File: config.mk
export PLATFORM = sky130hd
export DESIGN_NAME = arbiter_rr_tree
export DESIGN_NICKNAME = d
export VERILOG_FILES = /design/src/rtl/arbiter_rr_tree.sv
export SDC_FILE = /design/constraint.sdc
export NUM_CORES = 1
export LEC_CHECK = 0
export ABC_CLOCK_PERIOD_IN_PS = 2500
export CAP_MARGIN = 20
export CORE_MARGIN = 2
export CORE_UTILIZATION = 50
export DETAILED_ROUTE_END_ITERATION = 10
export PLACE_DENSITY = 0.76
export SETUP_SLACK_MARGIN = 0.05
export SLEW_MARGIN = 10
export SYNTH_ARGS = -nofsm -noshare
export SYNTH_HDL_FRONTEND = slang
export SYNTH_SLANG_ARGS = --single-unit
File: constraint.sdc
create_clock -name clk -period 2.5 [get_ports clk]
set_input_delay 0.25 -clock clk [delete_from_list [all_inputs] [get_ports clk]]
set_output_delay 0.25 -clock clk [all_outputs]
set_load 0.005 [all_outputs]
File: src/rtl/arbiter_rr_tree.sv
// N-input four-phase request/acknowledge arbiter cell for cascading into trees.
// Selects one requester (round-robin or fixed priority), forwards a merged request and grants on ack_up.
module arbiter_rr_tree #(
  parameter int N_REQ       = 4,
  parameter int ROUND_ROBIN = 1,
  parameter int SYNC_STAGES = 0,
  localparam int IDW        = $clog2(N_REQ)
) (
  input  logic             clk,
  input  logic             rst,
  input  logic [N_REQ-1:0] req,
  output logic [N_REQ-1:0] grant,
  output logic             req_up,
  input  logic             ack_up,
  output logic [IDW-1:0]   grant_id,
  output logic             busy
);

  localparam logic [1:0] IDLE    = 2'd0;
  localparam logic [1:0] UP_REQ  = 2'd1;
  localparam logic [1:0] GRANT   = 2'd2;
  localparam logic [1:0] RELEASE = 2'd3;

  logic [N_REQ-1:0] req_s;
  logic             ack_s;

  generate
    if (SYNC_STAGES == 0) begin : g_nosync
      assign req_s = req;
      assign ack_s = ack_up;
    end else begin : g_sync
      logic [N_REQ:0] sync_q [SYNC_STAGES];
      logic [N_REQ:0] sync_d [SYNC_STAGES];

      always_comb begin
        sync_d[0] = {ack_up, req};
        for (int s = 1; s < SYNC_STAGES; s++) begin
          sync_d[s] = sync_q[s-1];
        end
      end

      always_ff @(posedge clk or posedge rst) begin
        if (rst) begin
          for (int s = 0; s < SYNC_STAGES; s++) begin
            sync_q[s] <= '0;
          end
        end else begin
          for (int s = 0; s < SYNC_STAGES; s++) begin
            sync_q[s] <= sync_d[s];
          end
        end
      end

      assign {ack_s, req_s} = sync_q[SYNC_STAGES-1];
    end
  endgenerate

  logic [1:0]       state_q, state_d;
  logic [IDW-1:0]   winner_q, winner_d;
  logic [IDW-1:0]   ptr_q, ptr_d;
  logic [N_REQ-1:0] grant_q, grant_d;
  logic             req_up_q, req_up_d;
  logic [IDW-1:0]   grant_id_q, grant_id_d;

  logic             sel_found;
  logic [IDW-1:0]   sel_idx;
  int               scan_idx;
  logic [IDW-1:0]   ptr_inc;

  // Scan starts at the pointer in round-robin mode, at index 0 in fixed-priority mode.
  always_comb begin
    sel_found = 1'b0;
    sel_idx   = '0;
    scan_idx  = 0;
    for (int i = 0; i < N_REQ; i++) begin
      scan_idx = (ROUND_ROBIN != 0) ? int'(ptr_q) + i : i;
      if (scan_idx >= N_REQ) begin
        scan_idx = scan_idx - N_REQ;
      end
      if (!sel_found && req_s[scan_idx[IDW-1:0]]) begin
        sel_found = 1'b1;
        sel_idx   = scan_idx[IDW-1:0];
      end
    end
  end

  assign ptr_inc = (winner_q == IDW'(N_REQ - 1)) ? '0 : winner_q + IDW'(1);

  always_comb begin
    state_d    = state_q;
    winner_d   = winner_q;
    ptr_d      = ptr_q;
    grant_d    = grant_q;
    req_up_d   = req_up_q;
    grant_id_d = grant_id_q;
    case (state_q)
      IDLE: begin
        if (sel_found && !ack_s) begin
          state_d  = UP_REQ;
          winner_d = sel_idx;
          req_up_d = 1'b1;
        end
      end
      UP_REQ: begin
        if (ack_s) begin
          if (req_s[winner_q]) begin
            state_d           = GRANT;
            grant_d           = '0;
            grant_d[winner_q] = 1'b1;
            grant_id_d        = winner_q;
          end else begin
            state_d  = RELEASE;
            req_up_d = 1'b0;
            if (ROUND_ROBIN != 0) ptr_d = ptr_inc;
          end
        end
      end
      // A falling ack_up here is a parent protocol error; the cell simply holds.
      GRANT: begin
        if (!req_s[winner_q]) begin
          state_d    = RELEASE;
          grant_d    = '0;
          grant_id_d = '0;
          req_up_d   = 1'b0;
          if (ROUND_ROBIN != 0) ptr_d = ptr_inc;
        end
      end
      default: begin
        if (!ack_s) begin
          state_d = IDLE;
        end
      end
    endcase
  end

  always_ff @(posedge clk or posedge rst) begin
    if (rst) begin
      state_q    <= IDLE;
      winner_q   <= '0;
      ptr_q      <= '0;
      grant_q    <= '0;
      req_up_q   <= 1'b0;
      grant_id_q <= '0;
    end else begin
      state_q    <= state_d;
      winner_q   <= winner_d;
      ptr_q      <= ptr_d;
      grant_q    <= grant_d;
      req_up_q   <= req_up_d;
      grant_id_q <= grant_id_d;
    end
  end

  assign grant    = grant_q;
  assign req_up   = req_up_q;
  assign grant_id = grant_id_q;
  assign busy     = (state_q != IDLE);

endmodule

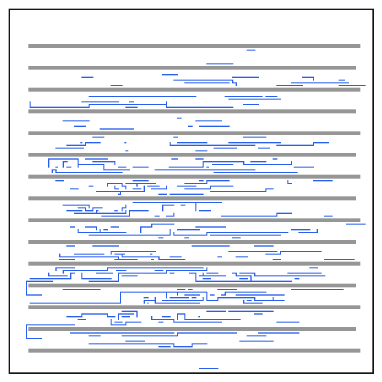
Fig. 1. M1 wires (run 1).
(8 px per um) Supply wires on this layer in gray.
- share of all routed wire: 48%
- nets with wire on the layer: 99
- wire length on this layer: 794 um
- main direction: horizontal
- longest straight run: 13.3 um

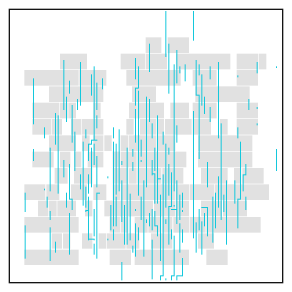
Fig. 2. M2 wires (run 1).
(6 px per um)
- longest straight run: 21.1 um
- main direction: vertical
- share of all routed wire: 44%

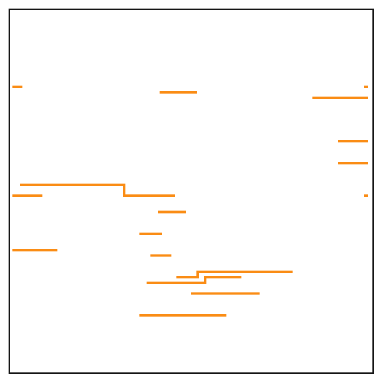
Fig. 3. Metal 3 (run 1).
(8 px per um)
- longest straight run: 12.9 um
- nets with wire on the layer: 14
- wire length on this layer: 103 um
- main direction: horizontal

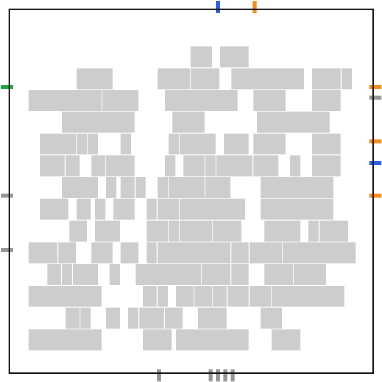
Fig. 4. I/O pins on the die edge (run 1).
(8 px per um) Pins as bars across the die edge, other pins in gray.
- blue: `grant_id` (pins 2; direction output; edge 1 north, 1 east)
- orange: `grant` (pins 4; direction output; edge 3 east, 1 north)
- green: `clk` (pins 1; direction input; edge west)

run 1: sequential cells by signal (all words and copies together) (netlist names):
signal	cells
grant	4
grant_id	2
ptr_q	2
req_up	1
state_q	2
winner_q	2
run 1: worst max-delay path: cells and delay by family, from the launching register on:
| family | cells | cell delay [ps] |
|---|---|---|
| multiplexers | 3 | 1330 |
| flip-flops | 1 | 530 |
run 1: through the flow:
step / cell area, um2 / cells
after global routing: 1030 / 116
after detailed placement: 1010 / 112
final: 1030 / 116
after floorplan: 853 / 83
after global placement: 1010 / 112
after CTS: 1030 / 116
run 1: power breakdown:
group          internal (uW)  switching [uW]  leakage (uW)
sequential               303            85.3      0.000163
clock                   62.0            71.9     0.0000150
combinational            363             301      0.000294
run 1: placed cells by master (no fill, tap or decap), types with 3 or more instances in the layout:
cell | synthesis | routed
nor2_1 | 5 | 5
o21ai_0 | 5 | 5
clkdlybuf4s50_1 | 0 | 14
inv_1 | 10 | 10
nor2b_1 | 4 | 4
ha_1 | 8 | 8
nand2_1 | 5 | 5
a21oi_1 | 3 | 3
dfrtp_1 | 13 | 13
mux2_2 | 7 | 7
clkbuf_4 | 1 | 3
run 1: per-layer routing:
layer | global-route usage, % | wire length [um] | up-vias
met1 | 28.7 | 794 | 302
met3 | 3.60 | 102 | 4
met5 | 0 | 0 | -
met4 | 10.6 | 29 | 0
li1 | - | - | 328
met2 | 30.3 | 741 | 23
run 1: final cells by class:
type                    count  area, um2
fillers                   136        527
multi-input cells          59        483
flip-flops and latches     13        325
repair buffers             14        140
inverters                  10       37.5
clock buffers               4       26.3
well taps                  16       20.0
run 1: cell families after synthesis:
logic type / Yosys count
compound gates: 18
fa+ha+maj: 8
buf+inv: 11
flops: 13
mux: 10
simple gates: 23
==> changes_impl.md, run 1 <==
## Implementation

- Status: complete, no violations
- H-tree depth: 1
- Gr ovfl total: 0
- DRT Pass-1 Iters: 5
- Data arrival time of the worst path: 2140 ps
- Post-synthesis compound-gate area fraction: 14.4%
- Final HPWL DP: 1260 um
- Relative slew slack: 66.1%
- Chip Height: 45.3 um
- Final GP Congestion: 0.774
- GRT Util Overall: 20.6%
- Final Total Pwr: 1190 uW
- Number of max-cap violations: 0
- Clock skew: 1.60 ps
- Adder Share, Synth: 11.7%
- Synth cell count leaders: dfrtp_1, inv_1, ha_1
- Reg-to-Reg Start: winner_q[0]
- Synthesized instance count: 83
- Req. time, crit path: 2670 ps
- FF-to-FF setup slack: 530 ps
- CP Max Fanout: 7
- Max Root-Sink Buffers: 2
- Slowest CP cell: mux4_2
- Peak VDD IR: 638 uV
- Registers, synthesis: 13
- DRT iter0 DRCs: 26
- Rows: 14
- Post-Synth Simple-Gate Area: 14.8%
- Final design utilization: 66.2%
- Sum Neg Setup Slack: 0 ps
- Synth top area cells: dfrtp_1, ha_1, mux2_2, inv_1, nor2b_1
- Critical Path Start Type: register
- Mapped Area: 853 um2
- PortBufs: 14
- Crit path kind: register to register
- Wire per inst: 14.4 um
- Worst-path clk slew: 80 ps
- DP Worst Slack: 350 ps
- Async set-reset flop share out of synthesis: 100%
- Pin count of the biggest net entering global routing: 14
- Area delta synth->final: 21.0%
- Post-cts hold buffer count: 0
- Yosys stat cell total: 83
- Yosys top cell by area: dfrtp_1
- Power density over the cells: 1150 nW/um2
- Die Size: 2050 um2
- Hold_ws: 292 ps
- Post_cts resized: 0
- Multiplexer area fraction after synthesis: 15.7%
- Critical-path cell list: mux4_2 > mux2i_4 > mux2_2
- Worst-case reg-to-reg path depth: 3
- Final setup fails: 0
- WL final: 1670 um
- Tool warnings: 32
- Achievable Freq: 506 MHz
- Crit path to: grant[0]
- Layout cells sized above 1: 15.0%
- Initial antenna violation count: 0
- Max-area cell share: 38.1%
- Antenna cell count: 0
- CTS tree: built
- EDFF count, synth: 0
- Tcrit/Tclk final: 79.0%
- Worst setup EP type: register
- CTS Buf Count: 3
- Slew Viols, Final: 0
- Most numerous cell in the Yosys netlist: dfrtp_1
- Clock latency on the worst-skew pair: 280 ps
- Yosys cell types: 28
- DRT antenna net count: 0
- Ys Warns: 0
- Leak: 0.000472 uW
- Syn_area_per_cell: 10.3 um2
- Clk root buf: clkbuf_4
- IO Pins: 15
- NumNets Final: 116
- Slew @ Worst Pin: 507 ps
- Yosys xor share: 0%
- Min Tclk post-route: 1970 ps
- Post-CTS setup buffers: 0
- Final worst slack: 526 ps
- Worst hold path type: input port to asynchronous set/reset pin
- Worst R2R End: grant[0]
- Main flop type: dfrtp_1
- Hold Violations, Final: 0
- Vias per cell: 5.66
- Remaining DRCs: 0
- Yosys Chip Area: 853 um2
- Pre-Place Util: 54.7%
- RSZ-0062 raised after global routing: no
- Placeable Area: 1560 um2
Fig. 5: run 1, placed standard cells
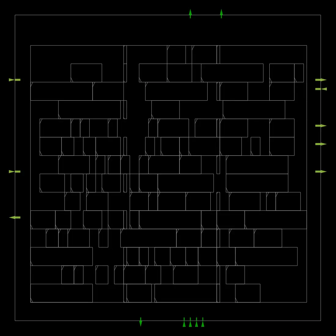

==> run 2, diff against run 1 <==
ABC_CLOCK_PERIOD_IN_PS = 2000   (was 2500)
clock period = 2 ns   (was 2.5 ns; I/O delays follow)
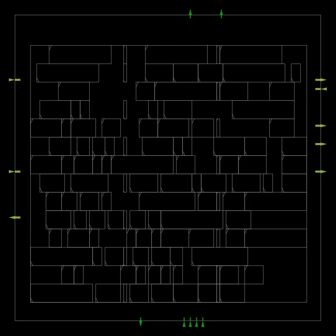
Fig. 6. Placed standard cells (run 2).
Placeable Area: 1560 um2
sequential share of cell area: 29.8%

==> run 2 against run 1 <==
Effect of this change: design area grew 5.7%; hold slack got worse by 40 ps; register-to-register slack got worse by 300 ps.
==> changes_impl.md, run 2 <==
## Implementation

- Req. time, crit path: 1800 ps (-870 ps)
- DRT Pass-1 Iters: 4 (-1)
- Reg-to-Reg Start: state_q[0]
- Critical-path cell list: inv_1 > ha_1 > inv_1 > clkdlybuf4s50_1
- IO Pins: 15 (unchanged)
- FF-to-FF setup slack: 230 ps (-300 ps)
- Wire per inst: 13.8 um (-4.0%)
- Yosys cell types: 28 (unchanged)
- Antenna cell count: 0 (unchanged)
- Synthesized instance count: 83 (unchanged)
- Final worst slack: 215 ps (-311 ps)
- Pin count of the biggest net entering global routing: 14 (unchanged)
- Synth top area cells: dfrtp_1, ha_1, mux2_2, inv_1, nor2b_1
- Syn_area_per_cell: 10.3 um2 (unchanged)
- Min Tclk post-route: 1790 ps
- Die Size: 2050 um2 (unchanged)
- Dominant logic cell type in the layout: clkdlybuf4s50_1
- Register area: 325 um2 (unchanged)
- Power density over the cells: 1410 nW/um2 (+22%)
- CTS Buf Count: 3 (unchanged)
- Combinational share of cell area: 44.8% (-1.9 points)
- Comb area: 489 um2 (+1.3%)
- Synth cell count leaders: dfrtp_1, inv_1, ha_1
- Max-area cell share: 38.1% (unchanged)
- PortBufs: 14 (unchanged)
- Final HPWL DP: 1330 um (+5.1%)
- Area delta synth->final: 27.9%
- DP Worst Slack: 19.5 ps (-331 ps)
- Peak VDD IR: 830 uV (+30%)
- Max reg flops: 4 (unchanged)
- Remaining DRCs: 0 (unchanged)
- Worst-path clk slew: 80 ps (about the same)
- Registers, synthesis: 13 (unchanged)
- Num tapcells: 16 (unchanged)
- Main flop type: dfrtp_1
- Relative slew slack: 65.8% (-0.30 points)
- Top cells excl fill/tap: clkdlybuf4s50_1, dfrtp_1, inv_1
- Vias in the first global route: 671
- Signal buffers share of area: 17.7% (+4.1 points)
- Clk root buf: clkbuf_4
- Fill cell count: 129 (-5.1%)
- Async set-reset flop share out of synthesis: 100% (unchanged)
- WL final: 1700 um (+1.8%)
- Worst setup EP type: output port
- Signal buffers: 21 (+7)
- Final setup fails: 0 (unchanged)
- Yosys top cell by area: dfrtp_1
- Clock skew: 8.14 ps (+6.54 ps)
- Yosys stat cell total: 83 (unchanged)
- NumNets Final: 123 (+6.0%)
- Crit path kind: register to output port
- H-tree depth: 1 (unchanged)
- Final GP Congestion: 0.757 (-2.2%)
- Tcrit/Tclk final: 89.3%
- M2 GR Usage: 31.1% (+0.86 points)
- Chip Height: 45.3 um (unchanged)
- Number of max-cap violations: 0 (unchanged)
- Worst R2R End: req_up
- Flip-flops: 13 (unchanged)
- CP Max Fanout: 5 (-2)
- Mi-comb count: 59 (unchanged)
- Dominant class by area: logic gates
- Slowest CP cell: clkdlybuf4s50_1
- Worst-case reg-to-reg path depth: 6 (+3)
- Hold Violations, Final: 0 (unchanged)
- RSZ-0062 raised after global routing: no
- Slew Viols, Final: 0 (unchanged)
- Gr busiest metal: met2
- Clock buffers: 4 (unchanged)
- Yosys Chip Area: 853 um2 (unchanged)
- M1 GR Usage: 27.6% (-1.2 points)
- Vias per cell: 5.67 (+0.19%)
- Pre-Place Util: 54.7% (unchanged)
- Gr ovfl total: 0 (unchanged)
- GRT Util Overall: 19.9% (-0.65 points)
- DRT antenna net count: 0 (unchanged)
- Achievable Freq: 560 MHz
- Layout cells sized above 1: 21.5% (+6.5 points)
- Max Root-Sink Buffers: 2 (unchanged)
- Critical Path Start Type: register
- Most numerous cell in the Yosys netlist: dfrtp_1
- Non-clk invs: 10 (unchanged)
- DRT iter0 DRCs: 19 (-27%)
- Rows: 14 (unchanged)
- Tool warnings: 32 (unchanged)
- CTS tree: built
- Status: complete, no violations
- Met3 Track Usage GR: 3.60% (unchanged)
- EDFF count, synth: 0 (unchanged)
- Mapped Area: 853 um2 (unchanged)
- Leak: 0.000508 uW (+7.7%)
- ClkCell Share: 2.41% (-0.14 points)
- Clock latency on the worst-skew pair: 280 ps (about the same)
- Worst hold path type: input port to asynchronous set/reset pin
- Initial antenna violation count: 0 (unchanged)
- Sum Neg Setup Slack: 0 ps (unchanged)
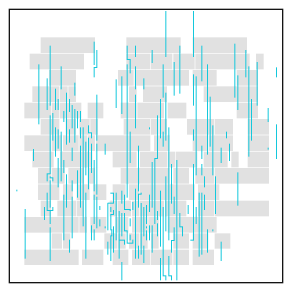
Fig. 7. M2 wires (run 2).
(6 px per um)
- nets with wire on the layer: 101
- share of all routed wire: 48%
- main direction: vertical

==> run 2: netlist changes by cell type in the layout (fill, tap and decap cells not counted), sizes merged <==
cell,before,now
buf,0,7
==> run 2: metrics by stage <==
step / cell area (um2) / total power, uW / std cells / util, % / hold slack, ps
3_5_place_dp: 1060 / 1370 / 119 / 67.9 / 500
6_report: 1090 / 1530 / 123 / 70.0 / 253
2_1_floorplan: 853 / 1050 / 83 / - / 77.0
4_1_cts: 1080 / 1540 / 123 / 69.6 / 278
3_3_place_gp: 1060 / 1340 / 119 / 67.9 / 491
5_1_grt: 1090 / 1680 / 123 / 70.0 / 303
==> run 2: worst max-delay path, delay by kind of cell (launching register included) <==
kind	cells	cell delay (ps)
buffers and inverters	3	680
adder cells (fa/ha/maj)	1	260
flip-flops	1	380
==> run 2: what timing repair did <==
action	in CTS	in global routing
gates resized	0	1
setup endpoints to repair	0	2
hold buffers	0	0
==> run 2: report_power, final <==
part	total (uW)	internal, uW	switching, uW
Clock	164	77.3	86.5
Combinational	901	496	405
Sequential	469	378	90.4
==> run 2: logic make-up after synthesis <==
logic type      after synthesis  synth area share, %
compound gates               18                 14.4
mux                          10                 15.7
fa+ha+maj                     8                 11.7
flops                        13                 38.1
simple gates                 23                 14.8
buf+inv                      11                 5.28
==> run 2: worst max-delay path by stage <==
stage,to,cells after the start,from,slack (ps)
2_1_floorplan,grant[0],3,winner_q[0],230
3_3_place_gp,grant_id[0],4,req[3],80
6_report,busy,4,state_q[0],210
3_5_place_dp,grant[3],4,req[3],20
4_1_cts,state_q[1],6,state_q[0],200
5_1_grt,req_up,6,state_q[1],100
==> run 2: per-layer routing <==
metal | up-vias | routed length, um
met3 | 2 | 63
li1 | 339 | -
met4 | 0 | 17
met2 | 25 | 806
met5 | - | 0
met1 | 332 | 809
Power figures rest on the tool's default switching activity, not on a simulated workload.
